Figure 1. Local utilization (run 1).
(3 px per um) 6 x 12 tiles, from dark purple (low) to yellow (high), 0 to 100% covered.
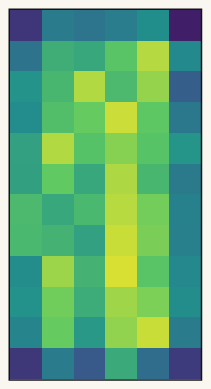
Figure 2. Sequential cells grouped by signal name (run 1).
(4 px per um) Other sequential cells in the stronger grey, the rest of the logic in the fainter grey.
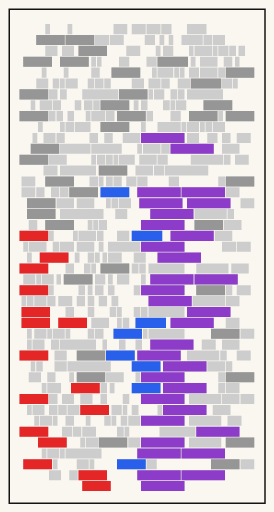
Figure 3. Nets reached from selected ports (run 1).
(4 px per um)
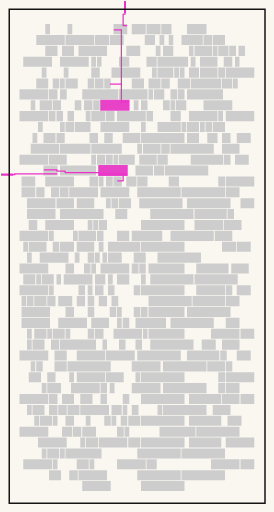
Figure 4. Selected gate families (run 1).
(4 px per um)
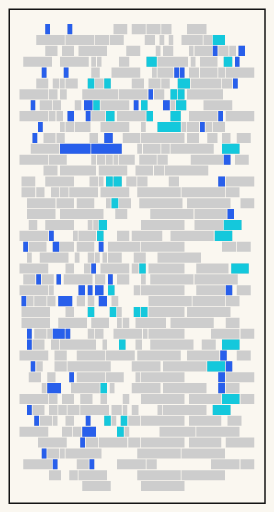
==> config.mk <==
export PLATFORM = sky130hd
export DESIGN_NAME = ps2_frame_rx
export DESIGN_NICKNAME = d
export VERILOG_FILES = /design/src/rtl/ps2_pkg.sv /design/src/rtl/ps2_fifo.sv /design/src/rtl/ps2_frame_rx.sv
export SDC_FILE = /design/constraint.sdc
export NUM_CORES = 1
export LEC_CHECK = 0
export CORE_ASPECT_RATIO = 2
export CORE_MARGIN = 2
export CORE_UTILIZATION = 60
export CTS_CLUSTER_DIAMETER = 100
export DETAILED_ROUTE_END_ITERATION = 8
export HOLD_SLACK_MARGIN = 0.06
export PLACE_DENSITY_LB_ADDON = 0.05
export SETUP_SLACK_MARGIN = 0.4
export SLEW_MARGIN = 10
export SYNTH_ARGS = -nofsm -noshare
export SYNTH_HDL_FRONTEND = slang
export SYNTH_HIERARCHICAL = 1
export SYNTH_SLANG_ARGS = --single-unit
==> constraint.sdc <==
create_clock -name wb_clk_i -period 2.8 [get_ports wb_clk_i]
set_input_delay 0.84 -clock wb_clk_i [delete_from_list [all_inputs] [get_ports wb_clk_i]]
set_output_delay 0.84 -clock wb_clk_i [all_outputs]
set_load 0.05 [all_outputs]
==> CHANGELOG.md, run 1 <==
### Implementation results

* Die Ht at 123 um
* Reg power frac at 43.8%
* Drt wl/cell at 15.7 um
* Final Wtd Congestion at 0.786
* Min Tclk post-route at 2330 ps
* Area growth, synth to finish at 14.4%
* Cells on worst reg2reg path at 7
* WP data required at roughly 2000 ps
* CP startpoint kind: flop
* Hold Crit Class: reg -> reg
* Non-clk buf share at under 10%
* Clock Path Buffers at 2
* Unique cell types at 51
* Outcome: finished, final reports clean
* Layout cells sized above 1 at 15.4%
* Number of enable flip-flop cells at 32
* # Cells Yosys at 385
* Fp util at 61.8%
* Ant diodes at 0
* Worst-margin pin slew at 659 ps
* Max-slew violation count at 0
* Crit-path leading delay family: buffers and inverters
* Final instance area at 0.00487 mm2
* Mux area share at under 10%
* Yosys chip area at 0.00426 mm2
* Flop2flop setup slack at 550 ps
* Synthesized area at 0.00426 mm2
* Power, Total at 3480 uW
* Basic Gates by Area at 19.1%
* Tap cells at ~90
* Largest net degree at the start of global routing at 29
* CP max stage delay at 810 ps
* Hold-critical path depth at 1
* Clock Skew at just under 5 ps
* Comb area at between 0.0015 and 0.002 mm2
* Worst hold slack at 411 ps
* Clock latency on the worst-skew pair at 340 ps
* CTS Root Cell: clkbuf_16
* Final setup viols at 0
* Post-Synth AOI/OAI Area at 7.12%
* Max_cap viols at 0
* Sw Share at 26.1%
* Via Count at 2,846
* RSZ-0062 raised after global routing: yes
* Signal buffers at 24
* Routed wire length at 7840 um
* Post-cts hold buffer count at 0
* CP Data Arrival Time at 1490 ps
* Max Freq at ~430 MHz
Back to the opening pictures, Figure 1:
fullest tile	94%
densest ninth of the die	middle
mean over tiles	61%
tiles over 75% full	29%
final core utilization: 70.7%
total core area: 0.00689 mm2

Back to the opening pictures, Figure 2:
colour	netlist name	flops
purple	u_fifo/r_mem	32
red	r_to_cnt	16
blue	r_shreg	8
not coloured	38
Flop area: 0.00221 mm2
P_seq: 1520 uW
Seq/total area: 45.3%

Back to the opening pictures, Figure 3:
colour	port	direction	end cells	buffers	wire
magenta	err_type_o	output	2	2	65.7 um
IO buf count: 17
# IOs: 18

Back to the opening pictures, Figure 4:
colour	family	cells	most used
cyan	inverting AOI/OAI gates	39	a21oi_1
blue	NOR gates	61	nor2_1
logic share of the area: 39.7%
Finished Layout Cells: 500
Commonest Layout Cell: dfxtp_1

run 1: routing by layer:
metal | vias up | part of all wire, % | track usage [%]
li1 | 1409 | - | -
met1 | 1369 | 37 | 19.9
met2 | 48 | 56 | 42.3
met3 | 20 | 2.5 | 5.64
met4 | 0 | 4.2 | 13.5
met5 | - | 0 | 0
run 1: power by group through the flow:
| stage | Combinational [uW] | Clock, uW | Sequential [uW] |
|---|---|---|---|
| 2_1_floorplan | 392 | 0 | 1620 |
| 3_3_place_gp | 579 | 0 | 1550 |
| 3_5_place_dp | 595 | 0 | 1550 |
| 4_1_cts | 600 | 1380 | 1520 |
| 5_1_grt | 638 | 1440 | 1530 |
| 6_report | 598 | 1350 | 1520 |
run 1: layout by cell type (no fill, tap or decap), types with 8 or more instances in the layout:
cell,n
a211oi_2,8
a21oi_1,16
and3_1,8
buf_4,8
clkbuf_16,9
clkdlybuf4s50_1,16
dfxtp_1,58
edfxtp_1,32
ha_1,15
inv_1,12
mux2i_1,11
mux4_2,8
nand2_1,27
nand3_1,22
nor2_1,38
nor3_1,13
xnor2_1,11
xor2_1,19
run 1: cells in the mapped netlist (all sizes together), types with 4 or more instances:
library cell / count / area (um2)
a211oi: 10 / 115
a21oi: 17 / 88.8
and3: 13 / 81.3
buf: 8 / 63.8
clkbuf: 7 / 30.0
dfxtp: 62 / 1240
edfxtp: 32 / 961
ha: 16 / 200
inv: 13 / 51.3
mux2i: 11 / 110
mux4: 8 / 180
nand2: 27 / 101
nand2b: 5 / 38.8
nand3: 22 / 110
nand3b: 4 / 30.0
nand4: 7 / 43.8
nor2: 39 / 149
nor3: 13 / 65.1
o21ai: 6 / 41.3
or2: 5 / 31.3
xnor2: 11 / 96.3
xor2: 19 / 166
==> run 2, diff against run 1 <==
==> constraint.sdc (replaced) <==
create_clock -name wb_clk_i -period 2.2 [get_ports wb_clk_i]
set_input_delay 0.66 -clock wb_clk_i [delete_from_list [all_inputs] [get_ports wb_clk_i]]
set_output_delay 0.66 -clock wb_clk_i [all_outputs]
set_load 0.05 [all_outputs]
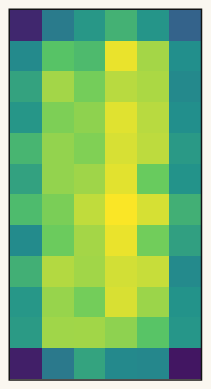
Figure 5: run 2, local utilization.
(3 px per um) 6 x 12 tiles, from dark purple (low) to yellow (high), 0 to 100% covered.
tiles over 75% full	51%
fullest tile	100%
mean over tiles	69%
densest ninth of the die	middle
fp util: 61.8%
final core utilization: 80.1%

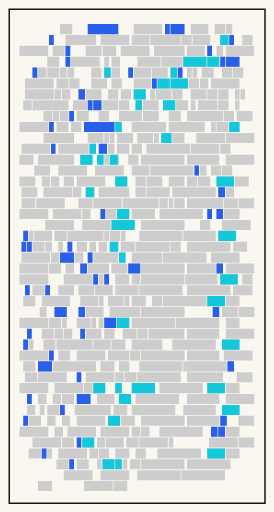
Figure 6: run 2, selected gate families.
(4 px per um)
colour	family	cells	most used
blue	NOR gates	61	nor2_1
cyan	inverting AOI/OAI gates	40	a21oi_2
Finished Layout Cells: 540
logic share of the area: 40.8%

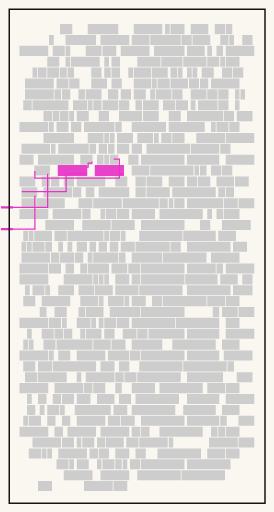
Figure 7: run 2, nets reached from selected ports.
(4 px per um)
colour	port	direction	end cells	buffers	wire
magenta	err_type_o	output	2	2	84.6 um

==> CHANGELOG.md, run 2 <==
### Implementation results

* CTS tree: yes
* Ys flops at 94
* Layout cells sized above 1 at 39.1%
* 1st-pass router iterations at 5
* Final setup viols at 0
* Top cells by area: dfxtp_1 29%, edfxtp_1 23%, ha_1 4.7%
* Clock Path Buffers at 2
* Post-DRT Antenna Nets at 0
* Gr usage total at about a quarter
* Initial DRC count at between 100 and 150
* Critical path capture point type: flop
* Flop2flop setup slack at between 50 and 60 ps
* Nets at Floorplan at 406
* Clock latency on the worst-skew pair at 340 ps
* CTS Root Cell: clkbuf_16
* Yosys Warn Count at 6
* Max Freq at 467 MHz
* Post-synth ARST share at 0%
* Post-synth seq share at 51.7%
* Hold-critical path depth at 1
* Final setup TNS at 0 ps
* Gate Count Post-Synth at between 300 and 400
* Power, Total at ~4500 uW
* Min Tclk post-route at about 2100 ps
* Unique cell types at 51
* Max_cap viols at 0
* Clock sink total at 94
* Max reg flops at 32
* Drt wl/cell at around 18 um
* Max-slew violation count at 0
* Synth Flop Type: dfxtp_1
* Number of enable flip-flop cells at 32
* Worst hold slack at 407 ps
* Final instance area at about 0.0055 mm2
* Yosys chip area at 0.00426 mm2
* Vias in the first global route at 3,108
* Initial antenna violation count at 0
* Vias per cell at 5.74
* Filler cell count at around 450
* Largest net degree at the start of global routing at 30
* Ant diodes at 0
* Die Ht at 123 um
* Post-detail-place hpwl at 6170 um
* Pwr Density at 808 mW/mm2
* Commonest Layout Cell: dfxtp_1
* OpenROAD warning count at 38
* DP Area at approximately 0.0047 mm2
* Critical path class: reg -> reg
* Clock-pin slew on the worst setup and hold paths at about 60 ps
* CP Data Arrival Time at 2370 ps
* Top Layout Cells: 52 x dfxtp_1, 38 x nor2_1, 36 x buf_4
* # IOs at 18
* Clock Skew at around 8.1 ps
* Std cell rows at 43
* CP startpoint kind: flop
* Full die area at 0.00782 mm2
* Period utilisation layout at 97.3%
* Hold Crit Class: reg -> reg
* Synthesized area per cell at 11.1 um2
* Dominant cell type by area after synthesis: dfxtp_1
* Top cells by count, synth: 62 x dfxtp_1, 38 x nor2_1, 32 x edfxtp_1
* Synthesized area at 0.00426 mm2
* H-tree depth at 3
* Routed wire length at 9500 um
* First-pass GRT wire length at 14,600 um
* Cells on worst reg2reg path at 7
* Area share, top type at 29.2%
* NumNets Final at 466
* Maximum VDD drop at 0.000683 V
* Via Count at 3,097
* WP data required at 2430 ps
* Area growth, synth to finish at 29.7%
* Number of buffers created by CTS at 9
* IO buf count at 17
* # DRC at 0
* RSZ-0062 raised after global routing: yes
* Die X at about 64 um
* Endpoints failing hold at 0
* Total core area at between 0.006 and 0.007 mm2
* Grt ovf at 0
* Final Wtd Congestion at about 0.89
* # Cells Yosys at 385
* Slew headroom at between 60 and 70%
* Outcome: finished, final reports clean
* Count leader, synth: dfxtp_1
* CP Max Fanout at 6
* Worst-margin pin slew at ~520 ps
* Lkg Pwr at 0.00201 uW
-- run 2: cell counts after synthesis --
No cell type changed its count.
-- run 2: layout make-up --
cell class,instances,area (um2),share of cell area (%)
tap,90,113,2.04
clock inverter,6,71.3,1.29
sequential,94,2220,40.2
multi-input combinational,265,2250,40.8
timing repair buffer,61,573,10.4
clock buffer,10,229,4.15
inverter,14,61.3,1.11
-- run 2: cells by family (layout without fill, tap and decap cells) --
group	Yosys count	after routing	share of synthesized area (%)
buffers and inverters	29	91	3.50
multiplexers	20	20	7.09
AND/OR/NAND/NOR	154	155	19.1
adder cells (fa/ha/maj)	16	16	4.70
XOR/XNOR	31	31	6.70
AND-OR/OR-AND	41	43	7.12
flip-flops	94	94	51.7
-- run 2: power breakdown --
group | total, uW | internal [uW] | switching, uW
registers | 1940 | 1860 | 80.5
logic | 984 | 439 | 545
clock network | 1540 | 888 | 649
total | 4460 | 3180 | 1270
-- run 2: worst max-delay path, stage by stage (launching register included) --
cell	delay, ps
dfxtp_2	340
xnor2_2	160
xnor3_2	480
xor2_2	200
and3_4	230
nor3_2	260
a21oi_2	70
mux2_4	300
-- run 2: routing by layer --
layer / up-vias / global-route usage, % / part of all wire, %
li1: 1501 / - / -
met1: 1509 / 22.7 / 35
met2: 63 / 50.5 / 59
met3: 24 / 4.91 / 2.8
met4: 0 / 9.65 / 2.9
met5: - / 0 / 0
-- run 2: stage by stage --
step                      setup WS (ps)  std cells
after CTS                          96.8        530
after detailed placement           55.8        503
final                              59.3        540
after global placement             52.6        503
after floorplan                     137        385
after global routing               24.9        540
-- run 2: what timing repair did --
action                                  in CTS  in global routing
endpoints found under the setup margin      79                 86
pin swaps                                   33                 31
gates resized                               69                 42
hold buffers                                 0                  0
gates cloned                                 3                  0
setup buffers                                8                 10
No activity file was given, so power comes from the tool's default toggle rates.
